==> run_1/m3.png <==
Cells faint in the background.
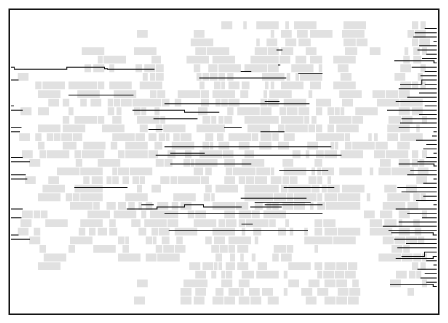
==> run_1/closeup.png <==
Window x 48 to 88, y 28 to 68 µm. Cells in grey, sequential cells in the stronger grey; small squares are vias.
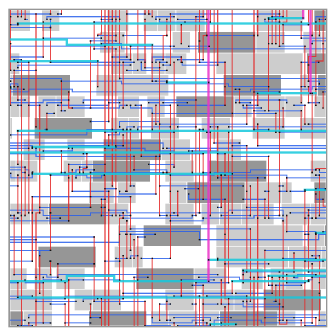
==> run_1/clock_wires.png <==
Scale bar: 50 µm.
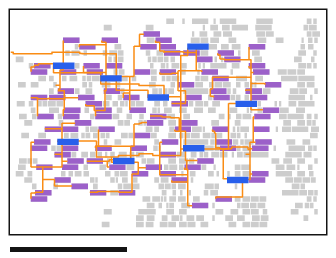
<file path="config.mk">
export PLATFORM = sky130hd
export DESIGN_NAME = io_gpio_irq
export DESIGN_NICKNAME = d
export VERILOG_FILES = /design/src/rtl/io_gpio_pkg.sv /design/src/rtl/gpio_sync_edge.sv /design/src/rtl/io_gpio_irq.sv
export SDC_FILE = /design/constraint.sdc
export NUM_CORES = 1
export LEC_CHECK = 0
export ABC_AREA = 0
export CORE_ASPECT_RATIO = 0.7
export CORE_MARGIN = 2
export CORE_UTILIZATION = 35
export DETAILED_ROUTE_END_ITERATION = 10
export HOLD_SLACK_MARGIN = 0.05
export PLACE_DENSITY = 0.65
export RECOVER_POWER = 100
export SLEW_MARGIN = 0
export SYNTH_ARGS = -nofsm -noshare
export SYNTH_HDL_FRONTEND = slang
export SYNTH_SLANG_ARGS = --single-unit
</file>
<file path="constraint.sdc">
create_clock -name clk -period 3.1 [get_ports clk]
set_clock_uncertainty 0.15 [all_clocks]
set_input_delay 0.465 -clock clk [delete_from_list [all_inputs] [get_ports clk]]
set_output_delay 0.465 -clock clk [all_outputs]
set_load 0.1 [all_outputs]
</file>
<file path="src/rtl/io_gpio_pkg.sv">
// ============================================================
// io_gpio_pkg : shared constants for the io_gpio_irq block
// Revision    : 1.0
// ============================================================
`default_nettype none

package io_gpio_pkg;

  localparam int NPIN = 8;

  // Word offsets from IO_BASE
  localparam logic [2:0] GPIO_OFS_IN   = 3'd0;
  localparam logic [2:0] GPIO_OFS_OUT  = 3'd1;
  localparam logic [2:0] GPIO_OFS_OE   = 3'd2;
  localparam logic [2:0] GPIO_OFS_IEN  = 3'd3;
  localparam logic [2:0] GPIO_OFS_STAT = 3'd4;

  // Field positions inside IEN and STAT
  localparam int RISE_LSB = 0;
  localparam int FALL_LSB = 8;

  function automatic logic [31:0] zext16(input logic [15:0] v);
    return {16'd0, v};
  endfunction

endpackage

`default_nettype wire

</file>
<file path="src/rtl/gpio_sync_edge.sv">
// ============================================================
// gpio_sync_edge : 2-flop pin synchronizer with armed edge detect
// Revision       : 1.0
// ============================================================
`default_nettype none

module gpio_sync_edge
  import io_gpio_pkg::*;
#(
  parameter int WIDTH = NPIN
) (
  input  logic             clk,
  input  logic             rst_n,
  input  logic [WIDTH-1:0] pin_in,
  output logic [WIDTH-1:0] sync,
  output logic [WIDTH-1:0] rise,
  output logic [WIDTH-1:0] fall
);

  logic [WIDTH-1:0] s1;
  logic [WIDTH-1:0] s2;
  logic [WIDTH-1:0] s3;
  logic [1:0]       arm_cnt;
  logic             armed;

  always_ff @(posedge clk) begin
    if (!rst_n) begin
      s1      <= '0;
      s2      <= '0;
      s3      <= '0;
      arm_cnt <= 2'd0;
    end else begin
      s1 <= pin_in;
      s2 <= s1;
      s3 <= s2;
      if (arm_cnt != 2'd3) begin
        arm_cnt <= arm_cnt + 2'd1;
      end
    end
  end

  // The flop chain leaves reset at zero; hold off edge reporting until
  // real pin values have propagated through s3.
  assign armed = (arm_cnt == 2'd3);
  assign sync  = s2;
  assign rise  = armed ? (s2 & ~s3) : '0;
  assign fall  = armed ? (~s2 & s3) : '0;

endmodule

`default_nettype wire

</file>
<file path="src/rtl/io_gpio_irq.sv">
// ============================================================
// io_gpio_irq : 8-pin GPIO with edge-capture interrupt on dma_io bus
// Revision    : 1.0
// ============================================================
`default_nettype none

module io_gpio_irq
  import io_gpio_pkg::*;
#(
  parameter logic [13:0] IO_BASE = 14'h3040,
  parameter int          NPIN    = 8
) (
  input  logic            clk,
  input  logic            rst_n,
  input  logic            dma_io_we,
  input  logic [13:0]     dma_io_wadr,
  input  logic [31:0]     dma_io_wdata,
  input  logic [13:0]     dma_io_radr,
  input  logic            dma_io_radr_en,
  input  logic [31:0]     dma_io_rdata_in,
  output logic [31:0]     dma_io_rdata,
  input  logic [NPIN-1:0] gpio_in,
  output logic [NPIN-1:0] gpio_out,
  output logic [NPIN-1:0] gpio_oe,
  output logic            gpio_irq
);

  logic [NPIN-1:0]   pin_sync;
  logic [NPIN-1:0]   pin_rise;
  logic [NPIN-1:0]   pin_fall;

  logic [NPIN-1:0]   out_q;
  logic [NPIN-1:0]   oe_q;
  logic [2*NPIN-1:0] ien_q;
  logic [2*NPIN-1:0] stat_q;
  logic [2*NPIN-1:0] stat_clr;
  logic [2*NPIN-1:0] stat_set;
  logic [2*NPIN-1:0] stat_next;
  logic              irq_q;
  logic [31:0]       rdata_q;
  logic              hit_q;

  logic              wr_hit;
  logic              rd_hit;
  logic [2:0]        wr_ofs;
  logic [2:0]        rd_ofs;
  logic [31:0]       rd_sel;
  logic              unused_wdata;

  gpio_sync_edge #(
    .WIDTH (NPIN)
  ) u_sync (
    .clk    (clk),
    .rst_n  (rst_n),
    .pin_in (gpio_in),
    .sync   (pin_sync),
    .rise   (pin_rise),
    .fall   (pin_fall)
  );

  assign wr_ofs = dma_io_wadr[2:0];
  assign rd_ofs = dma_io_radr[2:0];

  // IO_BASE is 8-word aligned, so the upper address bits select the block
  // and the low three bits select the register; offsets 5..7 are holes.
  assign wr_hit = dma_io_we && (dma_io_wadr[13:3] == IO_BASE[13:3]) &&
                  (wr_ofs <= GPIO_OFS_STAT);
  assign rd_hit = dma_io_radr_en && (dma_io_radr[13:3] == IO_BASE[13:3]) &&
                  (rd_ofs <= GPIO_OFS_STAT);

  assign unused_wdata = ^dma_io_wdata[31:2*NPIN];

  always_comb begin
    stat_clr = '0;
    if (wr_hit && (wr_ofs == GPIO_OFS_STAT)) begin
      stat_clr = dma_io_wdata[2*NPIN-1:0];
    end
  end

  always_comb begin
    stat_set = '0;
    stat_set[RISE_LSB +: NPIN] = pin_rise;
    stat_set[FALL_LSB +: NPIN] = pin_fall;
  end

  // A new edge outranks a simultaneous write-1-to-clear of the same bit.
  assign stat_next = (stat_q & ~stat_clr) | stat_set;

  always_comb begin
    rd_sel = '0;
    case (rd_ofs)
      GPIO_OFS_IN:   rd_sel[NPIN-1:0] = pin_sync;
      GPIO_OFS_OUT:  rd_sel[NPIN-1:0] = out_q;
      GPIO_OFS_OE:   rd_sel[NPIN-1:0] = oe_q;
      GPIO_OFS_IEN:  rd_sel = zext16(ien_q);
      GPIO_OFS_STAT: rd_sel = zext16(stat_q);
      default:       rd_sel = '0;
    endcase
  end

  always_ff @(posedge clk) begin
    if (!rst_n) begin
      out_q   <= '0;
      oe_q    <= '0;
      ien_q   <= '0;
      stat_q  <= '0;
      irq_q   <= 1'b0;
      rdata_q <= '0;
      hit_q   <= 1'b0;
    end else begin
      if (wr_hit) begin
        case (wr_ofs)
          GPIO_OFS_OUT: out_q <= dma_io_wdata[NPIN-1:0];
          GPIO_OFS_OE:  oe_q  <= dma_io_wdata[NPIN-1:0];
          GPIO_OFS_IEN: ien_q <= dma_io_wdata[2*NPIN-1:0];
          default:      ;
        endcase
      end
      stat_q <= stat_next;
      irq_q  <= |(stat_q & ien_q);
      hit_q  <= rd_hit;
      if (rd_hit) begin
        rdata_q <= rd_sel;
      end
    end
  end

  assign dma_io_rdata = hit_q ? rdata_q : dma_io_rdata_in;
  assign gpio_out     = out_q;
  assign gpio_oe      = oe_q;
  assign gpio_irq     = irq_q;

endmodule

`default_nettype wire

</file>
==> results.txt, run 1 <==
fresh numbers from the pnr run: insertion delay at the late pin of the worst-skew pair 0.34 ns, count of cells along the worst hold path 1, syn_area_per_cell 10.1 µm², Num CTS Buffers 9, Hold-fix buffers, CTS 0, count of final hold-check violations 0, register bit total from synthesis roughly 92, capturing element of the worst setup path dma_io_rdata[28], I/O Buffers 136, most frequent logic cells in the routed design 92 x dfxtp_1, 86 x clkdlybuf4s50_1, 59 x nor2b_1, 40 x mux2i_1, 24 x clkbuf_1, fin nets 653, Core Util at FP 36.0%, Final Wtd Congestion between 0.8 and 0.9, buffers plus inverters on the worst setup path 2, Worst Setup Slack, final 0.511 ns, final setup violation count 0, Pre-Repair DR Iteration Count 4, CTS tree built, startpoint of the lowest-slack hold path u_sync.s1[7]$_SDFF_PN0_, status finished, final reports clean, placeable core region 11700 µm², fraction of synthesized cell area in xor and xnor cells 0.207%, CTS Root Buffer Type clkbuf_16, Worst Hold Margin 0.284 ns, Setup Fix Bufs, Post-CTS 0, initial antenna violation count 0, post-placement cell count 694, fa+ha+maj area frac 0.296%, Post-DRT Antenna Nets 0, peak supply drop ~330 µV, count of warnings emitted by yosys 0, number of cells on the critical path 3, r2r startpoint u_sync.arm_cnt[0]$_SDFFE_PN0N_, number of OpenROAD warnings approximately 42, Worst Path Required 2.48 ns, kind of launch point of the worst setup path flop, clock transition at the register clock pins on the worst setup and hold paths after CTS 0.06 ns, largest stage delay on the critical path 0.86 ns, kind of path behind the tightest hold check flop to flop, most used standard cell by instance count after synthesis dfxtp_1, clock network power 1.24 mW, MUX area fraction approximately 15%, hold path endpoint u_sync.sync[7]$_SDFF_PN0_, Area Overhead vs Synth 41.7%, Biggest consumer the clock network, simple-gate portion of the synthesized area between 20 and 25%, number of diodes added for antenna fixing 0, synthesis area per yosys 4230 µm², pin count of the biggest net entering global routing 38, Distinct lib cells used roughly 42, total power per unit cell area 487 nW/µm², depth of the worst register-to-register path 4, share of total power in sequential cells 41.7%, dpl cell area between 5000 and 6000 µm², clock network power share 42.5%, worst slack at placement 0.672 ns, yosys aoi share 13.1%, Pint 2.20 mW, average via count per standard cell 5.01, flip-flops with a built-in enable 0, setup slack of the most critical reg-to-reg path 1.39 ns, wire length of the first global-routing pass around 17000 µm, combinational cell fraction of total power around 16%, Area contributors post-synth dfxtp_1 44%, mux2i_1 9.5%, nor2b_1 8.7%, total design power 2.92 mW, most used logic cell in the final layout dfxtp_1, cell total in the yosys stat output 418, Slew Limit Headroom 17.5%, reported max-cap violation count 0, worst-path cell with the longest stage delay dfxtp_1, Cells after Synth 418, number of clock sinks 92, final core utilization 51.1%, NetSw 0.716 mW, placement row count 33, post-detailed-route DRC marker count 0, timing-limited maximum frequency 386 MHz, maximum fanout count along the critical path 21, final cell area excluding filler cells approximately 6000 µm², placed wire-length estimate after detailed placement 8610 µm, post-route non-filler standard cell count 709, die boundary width about 140 µm, slew of the pin with the lowest slew margin around 1.2 ns, Worst setup EP type output pin, comb area leader simple AND/OR/NAND/NOR gates, vertical die dimension around 96 µm, total overflow reported by the global router 0, Critical R2R Capture stat_q[8]$_SDFF_PN0_
Notes on m3.png above:
- main direction: horizontal
- wire length on this layer: 1110 µm
- nets with wire on the layer: 95
met3 track demand over resource in global routing: 5.90%
vias after detailed routing: 3552

Notes on closeup.png above:
- magenta: M4
- cyan: M3
- blue: M1
- red: M2
- sequential cells in the window: 16
- most frequent: mux2i_1 (19), nor2b_1 (19), dfxtp_1 (16)
- netlist names of flops here include: ien_q (6), gpio_oe (4), stat_q (4)
- cells with their middle in the window: 101

Notes on clock_wires.png above:
- orange: clock wires (length 1090 µm)
- blue: clock-net drivers (count 9)
- purple: flip-flops (count 92)
- routed clock nets: 10

run 1: area by class of cell:
class / instances / area [µm²]
clock buffers: 10 / 239
clock inverters: 5 / 100
fillers: 1109 / 5740
inverters: 1 / 3.75
multi-input cells: 297 / 2210
flip-flops and latches: 92 / 1840
well taps: 157 / 196
repair buffers: 147 / 1390
run 1: flip-flops by register name, summed over array words and instances (netlist names):
signal / flops
ien_q: 16
rdata_q: 16
stat_q: 16
gpio_oe: 8
gpio_out: 8
u_sync.s1: 8
u_sync.s3: 8
u_sync.sync: 8
u_sync.arm_cnt: 2
gpio_irq: 1
hit_q: 1
run 1: metal layers:
| metal | GRT usage, % | routed length (µm) |
|---|---|---|
| met1 | 23.6 | 5180 |
| met2 | 27.5 | 4960 |
| met3 | 5.90 | 1110 |
| met4 | 5.47 | 95 |
| met5 | 0 | 0 |
==> run_1/route_heat.png <==
Scale bar: 50 µm. The die is cut into 27 by 19 equal tiles; white is low, dark blue is high, scaled to the fullest tile. Values are wire area over tile area, all layers added.
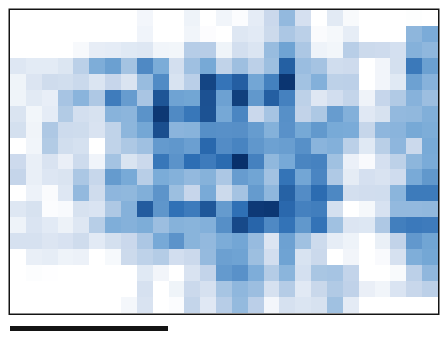

==> run 2, diff against run 1 <==
--- a/config.mk
+++ b/config.mk
@@ -11,7 +11,7 @@
 export CORE_UTILIZATION = 35
 export DETAILED_ROUTE_END_ITERATION = 10
 export HOLD_SLACK_MARGIN = 0.05
-export PLACE_DENSITY = 0.65
+export PLACE_DENSITY = 0.68
 export RECOVER_POWER = 100
 export SLEW_MARGIN = 0
 export SYNTH_ARGS = -nofsm -noshare
==> constraint.sdc (replaced) <==
create_clock -name clk -period 2.2 [get_ports clk]
set_clock_uncertainty 0.15 [all_clocks]
set_input_delay 0.33 -clock clk [delete_from_list [all_inputs] [get_ports clk]]
set_output_delay 0.33 -clock clk [all_outputs]
set_load 0.1 [all_outputs]
==> run_2/route_heat.png <==
Scale bar: 50 µm. The die is cut into 27 by 19 equal tiles; white is low, dark blue is high, scaled to the fullest tile. Values are wire area over tile area, all layers added.
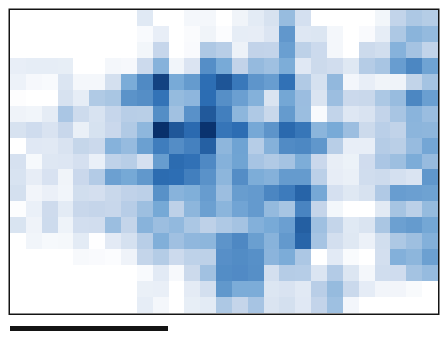
- mean over tiles: 0.15
- densest ninth of the die: centre
- emptiest ninth of the die: lower left
- nearly empty tiles: 17%

==> run_2/m3.png <==
Cells faint in the background.
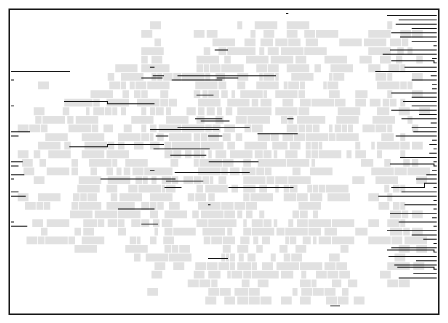
- nets with wire on the layer: 94
- wire length on this layer: 938 µm
vias after detailed routing: 3642
met3 track demand over resource in global routing: 5.11%

==> run 2 against run 1 <==
  * First-iteration DRC count down 8.7%
  * Clock-buffer cell count up 1
  * Final cell count up 0.56%
  * Via count up 2.5%
  * Clock power up 23%
  * Power up 34%
  * Sequential cell count unchanged
  * Synthesized area unchanged
  * Non-clock buffer count up 4
  * Final area up 1.4%
  * Largest cell class unchanged
==> results.txt, run 2 <==
fresh numbers from the pnr run: status finished, final reports clean, Area Overhead vs Synth 43.6%, total length of routed met3 wires 937 µm (-15%), final cell area excluding filler cells 6070 µm² (+1.4%), number of inserted filler cells in the final layout 1081 (-2.5%), number of signal-net inverters in the final layout 1 (unchanged), fraction of synthesized cell area in xor and xnor cells 0.207% (unchanged), total design power 3.90 mW (+34%), fin nets 657 (+0.61%), number of diodes added for antenna fixing 0 (unchanged), # Taps 157 (unchanged), final setup violation count 0 (unchanged), placed wire-length estimate after detailed placement 9030 µm (+4.9%), pin count of the biggest net entering global routing 66 (+74%), buffers plus inverters on the worst setup path 2 (unchanged), flip-flops 92 (unchanged), CTS tree built, most frequent logic cells in the routed design 92 x dfxtp_1, 85 x clkdlybuf4s50_1, 58 x nor2b_1, 40 x mux2i_1, 35 x clkbuf_2, most area-hungry cell class in the final design multi-input combinational cells, depth of the worst register-to-register path 5 (+1), CTS Root Buffer Type clkbuf_16, Final Wtd Congestion 0.854 (+6.4%), initial antenna violation count 0 (unchanged), syn_area_per_cell 10.1 µm² (unchanged), simple-gate portion of the synthesized area 24.1% (unchanged), number of clock sinks 92 (unchanged), Pre-Repair DR Iteration Count 5 (+1), maximum fanout count along the critical path 28 (+33%), Worst Setup Slack, final 0.116 ns (-0.395 ns), count of final hold-check violations 0 (unchanged), post-placement cell count 698 (+0.58%), Worst Hold Margin 0.285 ns (+0.000729 ns), Core Util at FP 36.0% (unchanged), kind of path behind the tightest hold check flop to flop, Detail Route met2 WL 5380 µm (+8.4%), final core utilization 51.7% (+0.69 points), fa+ha+maj area frac 0.296% (unchanged), biggest regs ien_q: 16 flops, rdata_q: 16 flops, stat_q: 16 flops, global routing met1 resource utilization 23.9% (+0.30 points), die boundary width 135 µm (unchanged), most used standard cell by instance count after synthesis dfxtp_1, Worst setup EP type output pin, Distinct lib cells used 42 (unchanged), sum of routed wire segments on met1 5460 µm (+5.3%), reported max-cap violation count 0 (unchanged), dpl cell area 6110 µm² (+5.3%), proportion of cell area occupied by multi-input gates 36.7% (-0.25 points), highest routing layer actually used met4, Worst Path Required 1.72 ns (-0.76 ns), vertical die dimension 95.9 µm (unchanged), worst slack at placement 0.0471 ns (-0.625 ns), Non-clock buffers 151 (+2.7%), MUX area fraction 15.3% (unchanged), register bit total from synthesis 92 (unchanged), Post-DRT Antenna Nets 0 (unchanged), slew of the pin with the lowest slew margin 1.19 ns (-0.0514 ns), area of combinational cells with multiple inputs 2230 µm² (+0.68%), post-detailed-route DRC marker count 0 (unchanged), kind of launch point of the worst setup path flop, number of cells on the critical path 3 (unchanged), flip-flops with a built-in enable 0 (unchanged), Clock buf/inv share 4.82% (-0.84 points), most used logic cell in the final layout dfxtp_1, count of clock buffers in the final design 11 (+1), synthesis area per yosys 4230 µm² (unchanged), layer with the highest usage met2, Area contributors post-synth dfxtp_1 44%, mux2i_1 9.5%, nor2b_1 8.7%, Slew Limit Headroom 20.9% (+3.4 points), I/O Buffers 136 (unchanged)
run 2: power breakdown:
part | total, mW | leakage (nW) | switching [mW] | internal, mW
clock | 1.52 | 0.138 | 0.620 | 0.903
combinational | 0.666 | 1.65 | 0.379 | 0.288
sequential | 1.71 | 0.746 | 0.0179 | 1.70
run 2: final timing paths:
| check | startpoint | to | slack (ns) |
|---|---|---|---|
| max | hit_q$_SDFF_PN0_ | dma_io_rdata[0] | 0.12 |
| min | u_sync.s1[2]$_SDFF_PN0_ | u_sync.sync[2]$_SDFF_PN0_ | 0.28 |
| max reg2reg | u_sync.arm_cnt[0]$_SDFFE_PN0N_ | stat_q[6]$_SDFF_PN0_ | 0.54 |
| min reg2reg | u_sync.s1[2]$_SDFF_PN0_ | u_sync.sync[2]$_SDFF_PN0_ | 0.28 |
Power and IR drop assume default switching activity.
